## src/rtl/limn2600_memctl_if.sv

```systemverilog
// Bus bundle for the Limn2600 memory controller: fetch port, load/store port and SRAM side.
// The slave modport is the controller's view; master is the surrounding system's view.
interface limn2600_memctl_if;
    logic        i_req;
    logic [31:0] i_addr;
    logic        i_ack;
    logic [31:0] i_rdata;
    logic        i_err;

    logic        d_req;
    logic        d_we;
    logic [3:0]  d_be;
    logic [31:0] d_addr;
    logic [31:0] d_wdata;
    logic        d_ack;
    logic [31:0] d_rdata;
    logic        d_err;

    logic        mem_cs;
    logic        mem_we;
    logic [31:0] mem_addr;
    logic [31:0] mem_wdata;
    logic        mem_rdy;
    logic [31:0] mem_rdata;

    modport slave (
        input  i_req, i_addr, d_req, d_we, d_be, d_addr, d_wdata, mem_rdy, mem_rdata,
        output i_ack, i_rdata, i_err, d_ack, d_rdata, d_err,
               mem_cs, mem_we, mem_addr, mem_wdata
    );

    modport master (
        output i_req, i_addr, d_req, d_we, d_be, d_addr, d_wdata, mem_rdy, mem_rdata,
        input  i_ack, i_rdata, i_err, d_ack, d_rdata, d_err,
               mem_cs, mem_we, mem_addr, mem_wdata
    );
endinterface

```

## src/rtl/limn2600_memctl.sv

```systemverilog
// Single-port SRAM controller: arbitrates fetch vs load/store, turns sub-word stores into
// read-modify-write, and reports a bus error when the SRAM never answers.
module limn2600_memctl #(
    parameter int TIMEOUT = 16
) (
    input  logic              clk,
    input  logic              rst,
    limn2600_memctl_if.slave  bus
);
    localparam int CW = $clog2(TIMEOUT + 1);

    typedef enum logic [2:0] {IDLE, ISSUE, WAIT, WR_ISSUE, WR_WAIT, RESP} state_t;
    typedef enum logic [1:0] {OP_READ, OP_FULL, OP_PART} op_t;

    state_t         state_reg, state_next;
    op_t            op_reg;
    logic           owner_reg;      // 1 = data port owns the current access
    logic           last_reg;       // 1 = data port was granted last
    logic [31:2]    addr_reg;
    logic [3:0]     be_reg;
    logic [31:0]    wdata_reg;      // store data, replaced by the merged word for partial writes
    logic [31:0]    resp_reg;
    logic           err_reg;
    logic [CW-1:0]  cnt_reg;

    logic           grant_d, grant_i, null_store, timed_out, resp;
    logic [31:0]    merged;
    logic           unused_bits;

    assign unused_bits = ^{bus.i_addr[1:0], bus.d_addr[1:0]};

    // On a tie the port that was not served last wins.
    assign grant_d    = bus.d_req && (!bus.i_req || !last_reg);
    assign grant_i    = bus.i_req && !grant_d;
    assign null_store = grant_d && bus.d_we && (bus.d_be == 4'b0000);
    assign timed_out  = !bus.mem_rdy && (cnt_reg == CW'(TIMEOUT - 1));

    generate
        for (genvar gi = 0; gi < 4; gi++) begin : g_merge
            assign merged[8*gi +: 8] = be_reg[gi] ? wdata_reg[8*gi +: 8] : bus.mem_rdata[8*gi +: 8];
        end
    endgenerate

    always_ff @(posedge clk) begin
        if (rst) state_reg <= IDLE;
        else     state_reg <= state_next;
    end

    always_comb begin
        state_next = state_reg;
        case (state_reg)
            IDLE: begin
                if (null_store)              state_next = RESP;
                else if (grant_d || grant_i) state_next = ISSUE;
            end
            ISSUE:    state_next = WAIT;
            WAIT: begin
                if (bus.mem_rdy)    state_next = (op_reg == OP_PART) ? WR_ISSUE : RESP;
                else if (timed_out) state_next = RESP;
            end
            WR_ISSUE: state_next = WR_WAIT;
            WR_WAIT:  if (bus.mem_rdy || timed_out) state_next = RESP;
            RESP:     state_next = IDLE;
            default:  state_next = IDLE;
        endcase
    end

    always_ff @(posedge clk) begin
        if (rst) begin
            op_reg    <= OP_READ;
            owner_reg <= 1'b0;
            last_reg  <= 1'b0;
            addr_reg  <= '0;
            be_reg    <= '0;
            wdata_reg <= '0;
            resp_reg  <= '0;
            err_reg   <= 1'b0;
            cnt_reg   <= '0;
        end else begin
            case (state_reg)
                IDLE: begin
                    if (grant_d || grant_i) begin
                        owner_reg <= grant_d;
                        last_reg  <= grant_d;
                        addr_reg  <= grant_d ? bus.d_addr[31:2] : bus.i_addr[31:2];
                        be_reg    <= grant_d ? bus.d_be : 4'b0000;
                        wdata_reg <= grant_d ? bus.d_wdata : 32'h0;
                        resp_reg  <= '0;
                        err_reg   <= 1'b0;
                        if (!grant_d || !bus.d_we)   op_reg <= OP_READ;
                        else if (bus.d_be == 4'hF)   op_reg <= OP_FULL;
                        else                         op_reg <= OP_PART;
                    end
                end
                ISSUE, WR_ISSUE: cnt_reg <= '0;
                WAIT: begin
                    if (bus.mem_rdy) begin
                        if (op_reg == OP_READ) resp_reg  <= bus.mem_rdata;
                        if (op_reg == OP_PART) wdata_reg <= merged;
                    end else begin
                        cnt_reg <= cnt_reg + CW'(1);
                        if (timed_out) err_reg <= 1'b1;
                    end
                end
                WR_WAIT: begin
                    if (!bus.mem_rdy) begin
                        cnt_reg <= cnt_reg + CW'(1);
                        if (timed_out) err_reg <= 1'b1;
                    end
                end
                default: ;
            endcase
        end
    end

    always_comb begin
        resp          = (state_reg == RESP);
        bus.mem_cs    = (state_reg == ISSUE) || (state_reg == WR_ISSUE);
        bus.mem_we    = ((state_reg == ISSUE) && (op_reg == OP_FULL)) || (state_reg == WR_ISSUE);
        bus.mem_addr  = {addr_reg, 2'b00};
        bus.mem_wdata = wdata_reg;
        bus.i_ack     = resp && !owner_reg;
        bus.d_ack     = resp && owner_reg;
        bus.i_rdata   = (resp && !owner_reg) ? resp_reg : 32'h0;
        bus.d_rdata   = (resp && owner_reg) ? resp_reg : 32'h0;
        bus.i_err     = resp && !owner_reg && err_reg;
        bus.d_err     = resp && owner_reg && err_reg;
    end
endmodule

```

## src/flat_wrapper.sv

```systemverilog
// flat-port wrapper written by rule: the top's interface ports become plain ports
module limn2600_memctl_flat 
#(
    parameter int TIMEOUT = 16
)
  (clk, rst, bus_i_req, bus_i_addr, bus_d_req, bus_d_we, bus_d_be, bus_d_addr, bus_d_wdata, bus_mem_rdy, bus_mem_rdata, bus_i_ack, bus_i_rdata, bus_i_err, bus_d_ack, bus_d_rdata, bus_d_err, bus_mem_cs, bus_mem_we, bus_mem_addr, bus_mem_wdata);
  limn2600_memctl_if bus_i ();
  input  logic clk;
  input  logic rst;
  input wire logic [$bits(bus_i.i_req)-1:0] bus_i_req;
  input wire logic [$bits(bus_i.i_addr)-1:0] bus_i_addr;
  input wire logic [$bits(bus_i.d_req)-1:0] bus_d_req;
  input wire logic [$bits(bus_i.d_we)-1:0] bus_d_we;
  input wire logic [$bits(bus_i.d_be)-1:0] bus_d_be;
  input wire logic [$bits(bus_i.d_addr)-1:0] bus_d_addr;
  input wire logic [$bits(bus_i.d_wdata)-1:0] bus_d_wdata;
  input wire logic [$bits(bus_i.mem_rdy)-1:0] bus_mem_rdy;
  input wire logic [$bits(bus_i.mem_rdata)-1:0] bus_mem_rdata;
  output wire logic [$bits(bus_i.i_ack)-1:0] bus_i_ack;
  output wire logic [$bits(bus_i.i_rdata)-1:0] bus_i_rdata;
  output wire logic [$bits(bus_i.i_err)-1:0] bus_i_err;
  output wire logic [$bits(bus_i.d_ack)-1:0] bus_d_ack;
  output wire logic [$bits(bus_i.d_rdata)-1:0] bus_d_rdata;
  output wire logic [$bits(bus_i.d_err)-1:0] bus_d_err;
  output wire logic [$bits(bus_i.mem_cs)-1:0] bus_mem_cs;
  output wire logic [$bits(bus_i.mem_we)-1:0] bus_mem_we;
  output wire logic [$bits(bus_i.mem_addr)-1:0] bus_mem_addr;
  output wire logic [$bits(bus_i.mem_wdata)-1:0] bus_mem_wdata;
  assign bus_i.i_req = bus_i_req;
  assign bus_i.i_addr = bus_i_addr;
  assign bus_i.d_req = bus_d_req;
  assign bus_i.d_we = bus_d_we;
  assign bus_i.d_be = bus_d_be;
  assign bus_i.d_addr = bus_d_addr;
  assign bus_i.d_wdata = bus_d_wdata;
  assign bus_i.mem_rdy = bus_mem_rdy;
  assign bus_i.mem_rdata = bus_mem_rdata;
  assign bus_i_ack = bus_i.i_ack;
  assign bus_i_rdata = bus_i.i_rdata;
  assign bus_i_err = bus_i.i_err;
  assign bus_d_ack = bus_i.d_ack;
  assign bus_d_rdata = bus_i.d_rdata;
  assign bus_d_err = bus_i.d_err;
  assign bus_mem_cs = bus_i.mem_cs;
  assign bus_mem_we = bus_i.mem_we;
  assign bus_mem_addr = bus_i.mem_addr;
  assign bus_mem_wdata = bus_i.mem_wdata;
  limn2600_memctl #(.TIMEOUT(TIMEOUT)) u_core (.clk(clk), .rst(rst), .bus(bus_i));
endmodule
```

## config.mk

```make
export PLATFORM = sky130hd
export DESIGN_NAME = limn2600_memctl_flat
export DESIGN_NICKNAME = d
export VERILOG_FILES = /design/src/rtl/limn2600_memctl_if.sv /design/src/rtl/limn2600_memctl.sv /design/src/flat_wrapper.sv
export SDC_FILE = /design/constraint.sdc
export NUM_CORES = 1
export LEC_CHECK = 0
export CORE_UTILIZATION = 37
export CTS_CLUSTER_DIAMETER = 60
export DETAILED_ROUTE_END_ITERATION = 10
export PLACE_DENSITY = 0.78
export SYNTH_ARGS = -nofsm -noshare
export SYNTH_HDL_FRONTEND = slang
export SYNTH_SLANG_ARGS = --single-unit
```

## constraint.sdc

```tcl
create_clock -name clk -period 1.6 [get_ports clk]
set_input_delay 0.24 -clock clk [delete_from_list [all_inputs] [get_ports clk]]
set_output_delay 0.24 -clock clk [all_outputs]
set_load 0.01 [all_outputs]
```

Fig. 1: run 1, logic cells by family
Scale: 3 px per um.
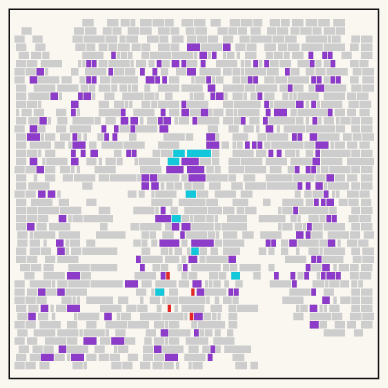
Purple marks inverting AOI/OAI gates, cells 187, most used a21oi_1, where all over the die. Red marks inverters, cells 4, most used inv_1, where bottom center. Cyan marks AND-OR and OR-AND gates, cells 8, most used o32a_2, where center.
Final Non-Filler Cells: 1164
most used logic cell in the final layout: clkdlybuf4s50_1
combinational share of cell area: 0.327

Fig. 2: run 1, clock distribution
Scale: 4 px per um.
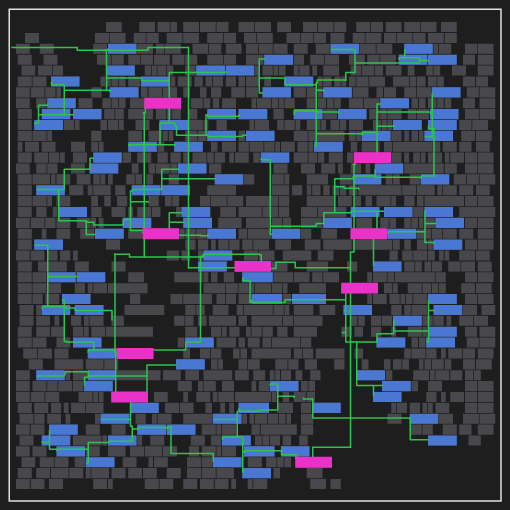
Magenta marks cells driving clock nets, count 9. Green marks clock wires, length 1430 um. Blue marks flip-flops, count 110.
Position of the flops: all over the die. There are 10 routed clock nets.
P_clk: 2470 uW
clock share of power: 0.167
worst-case clock skew: 0.0125 ns
clk latency late pin: 0.36 ns

==> impl_metrics.py, run 1 <==
# Synthesis and PnR figures
metrics = {
    "logic_synthesis": {
        "synth-edff-count": 0,
        "aoi_share": 0.234,
        "synthCells": 648,
        "adder_share": 0.00465,
        "async_reset_ff_frac": 0,
        "avgSynthCellArea_sq_um": 8.30,
        "yosys.area_share.simple": 0.240,
        "ys_area_sq_mm": 0.00538,
        "synth_warnings": 0,
        "ys.flop_type": "dfxtp_1",
        "synth_top_area_share": 0.409,
        "ys_cells": 648,
    },
    "worst_setup_path": {
        "crit_path_end": "bus_i_rdata[27]",
        "crit_fanout": 8,
        "setup.worst_path.class": "flip-flop to output pin",
        "start_kind": "flip-flop",
        "r2r_end": "u_core.addr_reg[7]",
        "worst_ep_arrival_time_ns": 1.64,
        "crit_path_start": "u_core.state_reg[2]",
        "worstPathRequired_ns": 1.36,
        "reg2reg_depth": 7,
        "cp-end-kind": "output pin",
    },
    "clocking": {
        "cts_root_buf": "clkbuf_16",
        "cts_buffers": 9,
        "cts.reportedPaths.clkPinSlew_ns": 0.07,
        "cts-hold-fix-buffers": 0,
        "htreeDepth": 3,
        "clock-sinks": 110,
        "post_cts_buffers": 16,
        "cts_resized": 348,
    },
    "global_route": {
        "overflow": 0,
        "grt_util_met2": 0.487,
        "grt_max_degree": 45,
        "grtUsageMet3": 0.0646,
        "grt_pass1_vias": 5860,
        "grt_pass1_wl_um": 30700,
        "antenna_found_initial": 1,
    },
    "routing": {
        "routedWlPerCell_um": 17.8,
        "met3_length_um": 1530,
        "dr_wl_met2_um": 10800,
        "via_per_inst": 5.34,
        "highest_layer": "met4",
        "drtAntennaViolNets": 0,
        "drt_iter0_markers": 445,
        "routed_wl_um": 20700,
        "m1WireLength_um": 7950,
        "first_pass_iters": 5,
    },
    "cells_and_area": {
        "syn2layout_area_growth_pct": 87.6,
        "logic_area_sq_mm": 0.00330,
        "fin_nets": 1119,
        "final_cell_mix": "clkdlybuf4s50_1, dfxtp_1, buf_6",
        "fillers": 1036,
        "n_antenna_cell": 0,
    },
    "pwr": {
        "power.group.top": "combinational logic",
        "p_sw_uw": 5540,
        "p_seq_uw": 4140,
        "p_per_area_mw_per_mm2": 1470,
        "seqPwrFrac": 0.279,
        "intPower_uw": 9260,
        "swShare": 0.374,
        "leakage_uw": 0.00398,
    },
    "sta": {
        "final.setup.tns_ns": -28.05,
        "period_needed_ns": 1.88,
        "finalHoldViolations": 0,
        "setup_ws_ns": -0.280,
        "fmax_ghz": 0.532,
        "setup_viol": 166,
        "period_used_share": 1.18,
        "grt_setup_unrepaired": "true",
    },
    "outcome": {
        "outcome": "finished with violations",
        "violations": "negative setup slack",
    },
    "worst_hold_path": {
        "min-delay-start": "rst",
        "holdCritPathClass": "input pin to flip-flop",
    },
    "flow_run": {
        "cap_violations": 0,
    },
    "placed_design": {
        "gp_congestion": 0.854,
        "hpwl_um": 13300,
    },
    "floorplan": {
        "fp.dieArea_sq_mm": 0.0150,
    },
}
Fig. 3: run 1, routing congestion map
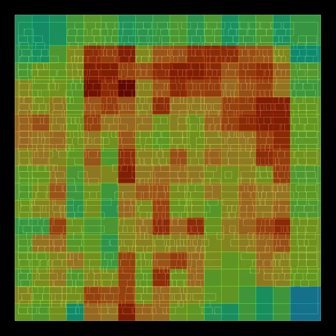
met1 usage in global routing: 0.302
grt peak-use layer: met2

Fig. 4: run 1, nets reached from selected ports
Scale: 4 px per um.
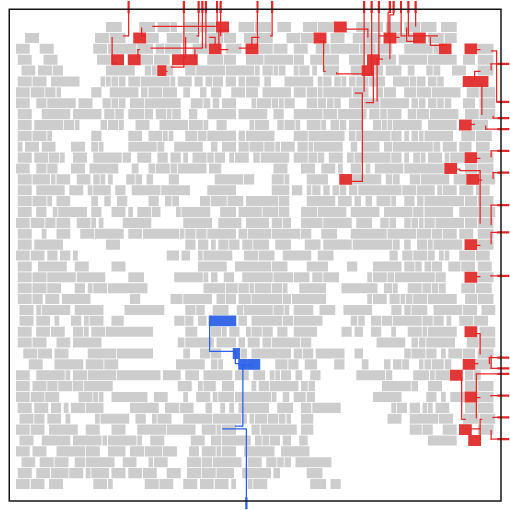
Red marks bus_d_rdata, bits 32, direction output, edge 17 top, 15 right, end cells 32, buffers 32, wire 467 um. Blue marks bus_d_req, bits 1, direction input, edge bottom, end cells 4, buffers 1, wire 62.4 um.
I/O Pins: 272
PortBufs: 265

==> run 1: per-stage QoR <==
step                      instance area [sq um]  utilization  total power (uW)  setup WS (ns)
after global routing                      10100        0.719             15600         -0.366
after CTS                                  9460        0.673             14500         -0.329
after global placement                     8790        0.626             10900         -0.348
after floorplan                            5390            -              7590       -0.00240
final                                     10100        0.719             14800         -0.280
after detailed placement                   8790        0.626             11000         -0.393
==> run 1: critical path, cell delays in order, from the launching register on <==
cell,delay (ns)
dfxtp_2,0.34
nor2b_4,0.17
nand2_2,0.08
nor2_4,0.17
buf_12,0.16
buf_16,0.13
and2_4,0.14
buf_6,0.10
==> run 1: area by class of cell <==
class / count / share of cell area
Timing Repair Buffer: 375 / 0.398
Multi-Input combinational cell: 479 / 0.327
Sequential cell: 110 / 0.219
Clock buffer: 10 / 0.0227
Tap cell: 180 / 0.0223
Clock inverter: 6 / 0.00918
Inverter: 4 / 0.00149
==> run 1: logic make-up after synthesis <==
group	count (synthesis)
AND-OR/OR-AND	195
XOR/XNOR	1
adder cells (fa/ha/maj)	2
buffers and inverters	60
flip-flops	110
multiplexers	30
other	1
AND/OR/NAND/NOR	249
==> run 1: synthesized netlist by cell type, types with 2 or more instances <==
library cell / number
o32a_1: 4
a211oi_1: 62
clkbuf_1: 30
nand3_1: 2
nand2_1: 40
ha_1: 2
and2_1: 67
nand4_1: 2
buf_1: 3
inv_1: 4
buf_2: 16
a21oi_1: 71
a22oi_1: 6
mux2i_1: 30
buf_6: 4
o32ai_2: 4
or3_1: 34
and3_1: 3
nand2b_1: 5
o21ai_0: 36
nor2_1: 76
a32oi_1: 2
nor2b_1: 5
buf_4: 3
nor3_1: 5
dfxtp_1: 110
==> inputs of run 2 (changes only) <==
Settings changed: CAP_MARGIN set to 20.
Fig. 5: run 2, signal metal coverage by tile
Scale: 3 px per um. 25 x 25 tiles, from white (low) to dark blue (high), scaled to the fullest tile. Values are wire area over tile area, all layers added.
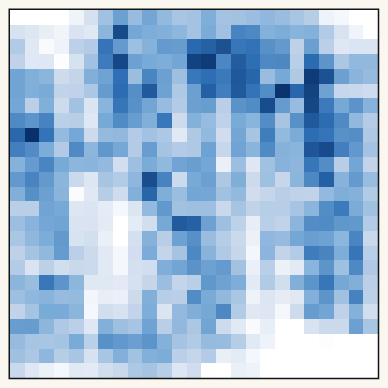
5.9% of the tiles are nearly empty. The fullest tile reaches 0.57. 30% of the tiles are over half the peak. The mean over all tiles is 0.22. The emptiest ninth of the die: lower right. The densest ninth of the die: top center.
Total GRT Usage: 0.269
via count: 6210
drt wl/cell: 17.8 um
Routed WL: 20700 um

Fig. 6: run 2, clock distribution
Scale: 4 px per um.
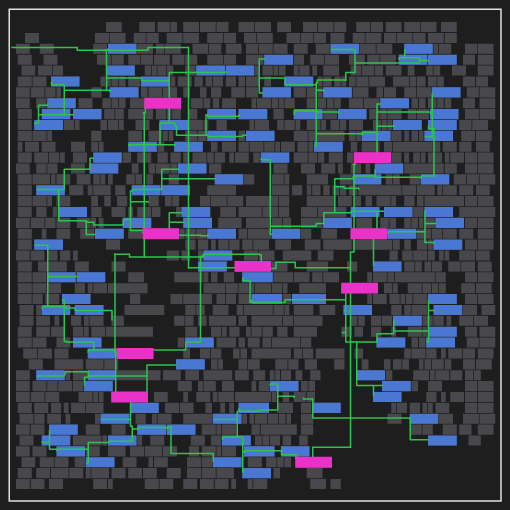
Magenta marks cells driving clock nets, count 9. Blue marks flip-flops, count 110. Green marks clock wires, length 1430 um.
There are 10 routed clock nets.

==> run 2 against run 1 <==
The flow still finishes with violations (negative setup slack). Critical path type unchanged. Via count did not move. Clock power barely moved. Highest routed layer unchanged. Count of clock-buffer cells in the layout did not move.
==> impl_metrics.py, run 2 <==
# Synthesis and PnR figures
metrics = {
    "sta": {
        "fmax_ghz": 0.532,
        "period_needed_ns": 1.88,
        "final.setup.tns_ns": -28.05,
        "grt_setup_unrepaired": "true",
        "finalHoldViolations": 0,
        "setup_ws_ns": -0.280,
        "period_used_share": 1.18,
        "setup_viol": 166,
    },
    "placed_design": {
        "hpwl_um": 13300,
        "placed_area_sq_mm": 0.00879,
        "gp_congestion": 0.854,
        "numPortBuffers": 265,
        "dpl_worst_slack_ns": -0.393,
    },
    "cells_and_area": {
        "logic_area_sq_mm": 0.00330,
        "fin_nets": 1119,
        "n_antenna_cell": 0,
        "layout_top_cell": "clkdlybuf4s50_1",
        "fillers": 1036,
        "syn2layout_area_growth_pct": 87.6,
    },
    "logic_synthesis": {
        "synthCells": 648,
        "synth-edff-count": 0,
        "aoi_share": 0.234,
        "ys.flop_type": "dfxtp_1",
        "synth_warnings": 0,
        "adder_share": 0.00465,
        "top_cells_by_count": "dfxtp_1, nor2_1, a21oi_1, and2_1, a211oi_1",
        "ys_area_sq_mm": 0.00538,
        "avgSynthCellArea_sq_um": 8.30,
        "yosys.area_share.simple": 0.240,
    },
    "global_route": {
        "use_met1": 0.302,
        "busiest_layer": "met2",
        "antenna_found_initial": 1,
        "grtUsageMet3": 0.0646,
        "grt_util_met2": 0.487,
        "overflow": 0,
    },
    "pwr": {
        "swShare": 0.374,
        "leakage_uw": 0.00398,
        "clkPwrFrac": 0.167,
        "seqPwrFrac": 0.279,
        "p_per_area_mw_per_mm2": 1470,
        "intPower_uw": 9260,
        "p_sw_uw": 5540,
    },
    "routing": {
        "first_pass_iters": 5,
        "dr_wl_met2_um": 10800,
        "drtAntennaViolNets": 0,
        "via_per_inst": 5.34,
        "highest_layer": "met4",
        "drt_iter0_markers": 445,
        "m1WireLength_um": 7950,
    },
    "worst_hold_path": {
        "holdCritPathClass": "input pin to flip-flop",
    },
    "outcome": {
        "violations": "negative setup slack",
        "outcome": "finished with violations",
    },
    "worst_setup_path": {
        "worst_ep_arrival_time_ns": 1.64,
        "cp-end-kind": "output pin",
        "setup.worst_path.class": "flip-flop to output pin",
        "crit_fanout": 8,
        "reg2reg_depth": 7,
        "start_kind": "flip-flop",
        "worstPathRequired_ns": 1.36,
    },
    "clocking": {
        "cts.reportedPaths.clkPinSlew_ns": 0.07,
        "htreeDepth": 3,
        "clock-sinks": 110,
        "worstSkewPairLatency_ns": 0.36,
    },
    "flow_run": {
        "cap_violations": 0,
    },
    "floorplan": {
        "ioPinCount": 272,
    },
}
Fig. 7: run 2, nets reached from selected ports
Scale: 4 px per um.
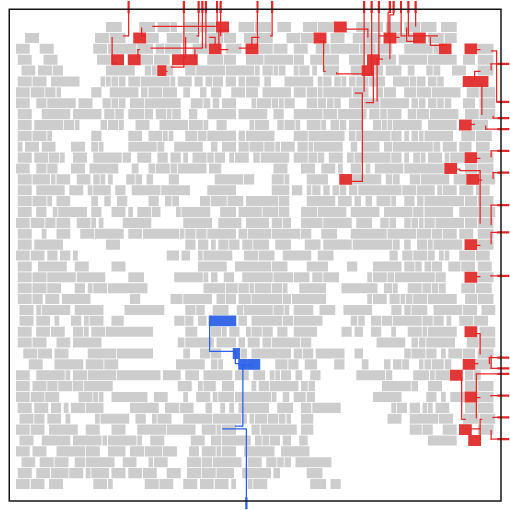
Blue marks bus_d_req, bits 1, direction input, edge bottom, end cells 4, buffers 1, wire 62.4 um. Red marks bus_d_rdata, bits 32, direction output, edge 17 top, 15 right, end cells 32, buffers 32, wire 467 um.

run 2: repair_timing:
item,4_1_cts,5_1_grt
setup buffers,16,5
gates cloned,10,2
hold buffers,0,0
pin swaps,35,23
setup endpoints to repair,176,175
gates resized,348,149
hold endpoints to repair,0,0
run 2: area by class of cell:
cell class | count | share of cell area
tap | 180 | 0.0223
clock inverter | 6 | 0.00918
inverter | 4 | 0.00149
multi-input combinational | 479 | 0.327
timing repair buffer | 375 | 0.398
sequential | 110 | 0.219
clock buffer | 10 | 0.0227
run 2: worst paths after layout:
path,start,slack [ns],to
setup / recovery,u_core.state_reg[2],-0.28,bus_i_rdata[27]
hold / removal,rst,0.13,u_core.err_reg
setup reg to reg,u_core.state_reg[2],-0.23,u_core.addr_reg[7]
hold reg to reg,u_core.addr_reg[5],0.50,u_core.addr_reg[5]
run 2: cells by family after synthesis:
logic type                 count (synthesis)
xor gates and xnor gates                   1
buffers and inverters                     60
and+or+nand+nor                          249
DFF                                      110
AOI/OAI and AO/OA                        195
muxes                                     30
other                                      1
adders and majority gates                  2
run 2: power by group through the flow:
stage	Clock, uW	Combinational, uW	Sequential, uW
global route	2630	8790	4230
CTS	2500	7930	4100
floorplan	0	3160	4430
detailed placement	0	6900	4120
global placement	0	6780	4090
finish	2470	8190	4140
run 2: stage by stage:
stage	util	power [uW]	instances	hold slack [ns]
after global placement	0.626	10900	1119	0.466
after floorplan	-	7590	649	0.388
after CTS	0.673	14500	1161	0.123
final	0.719	14800	1164	0.133
after global routing	0.719	15600	1164	0.141
after detailed placement	0.626	11000	1119	0.477
run 2: worst max-delay path, cell delays in order (launching register included):
cell and delay (ns):
dfxtp_2 0.34, nor2b_4 0.17, nand2_2 0.08, nor2_4 0.17, buf_12 0.16, buf_16 0.13, and2_4 0.14, buf_6 0.10
No activity file was given, so power comes from the tool's default toggle rates.
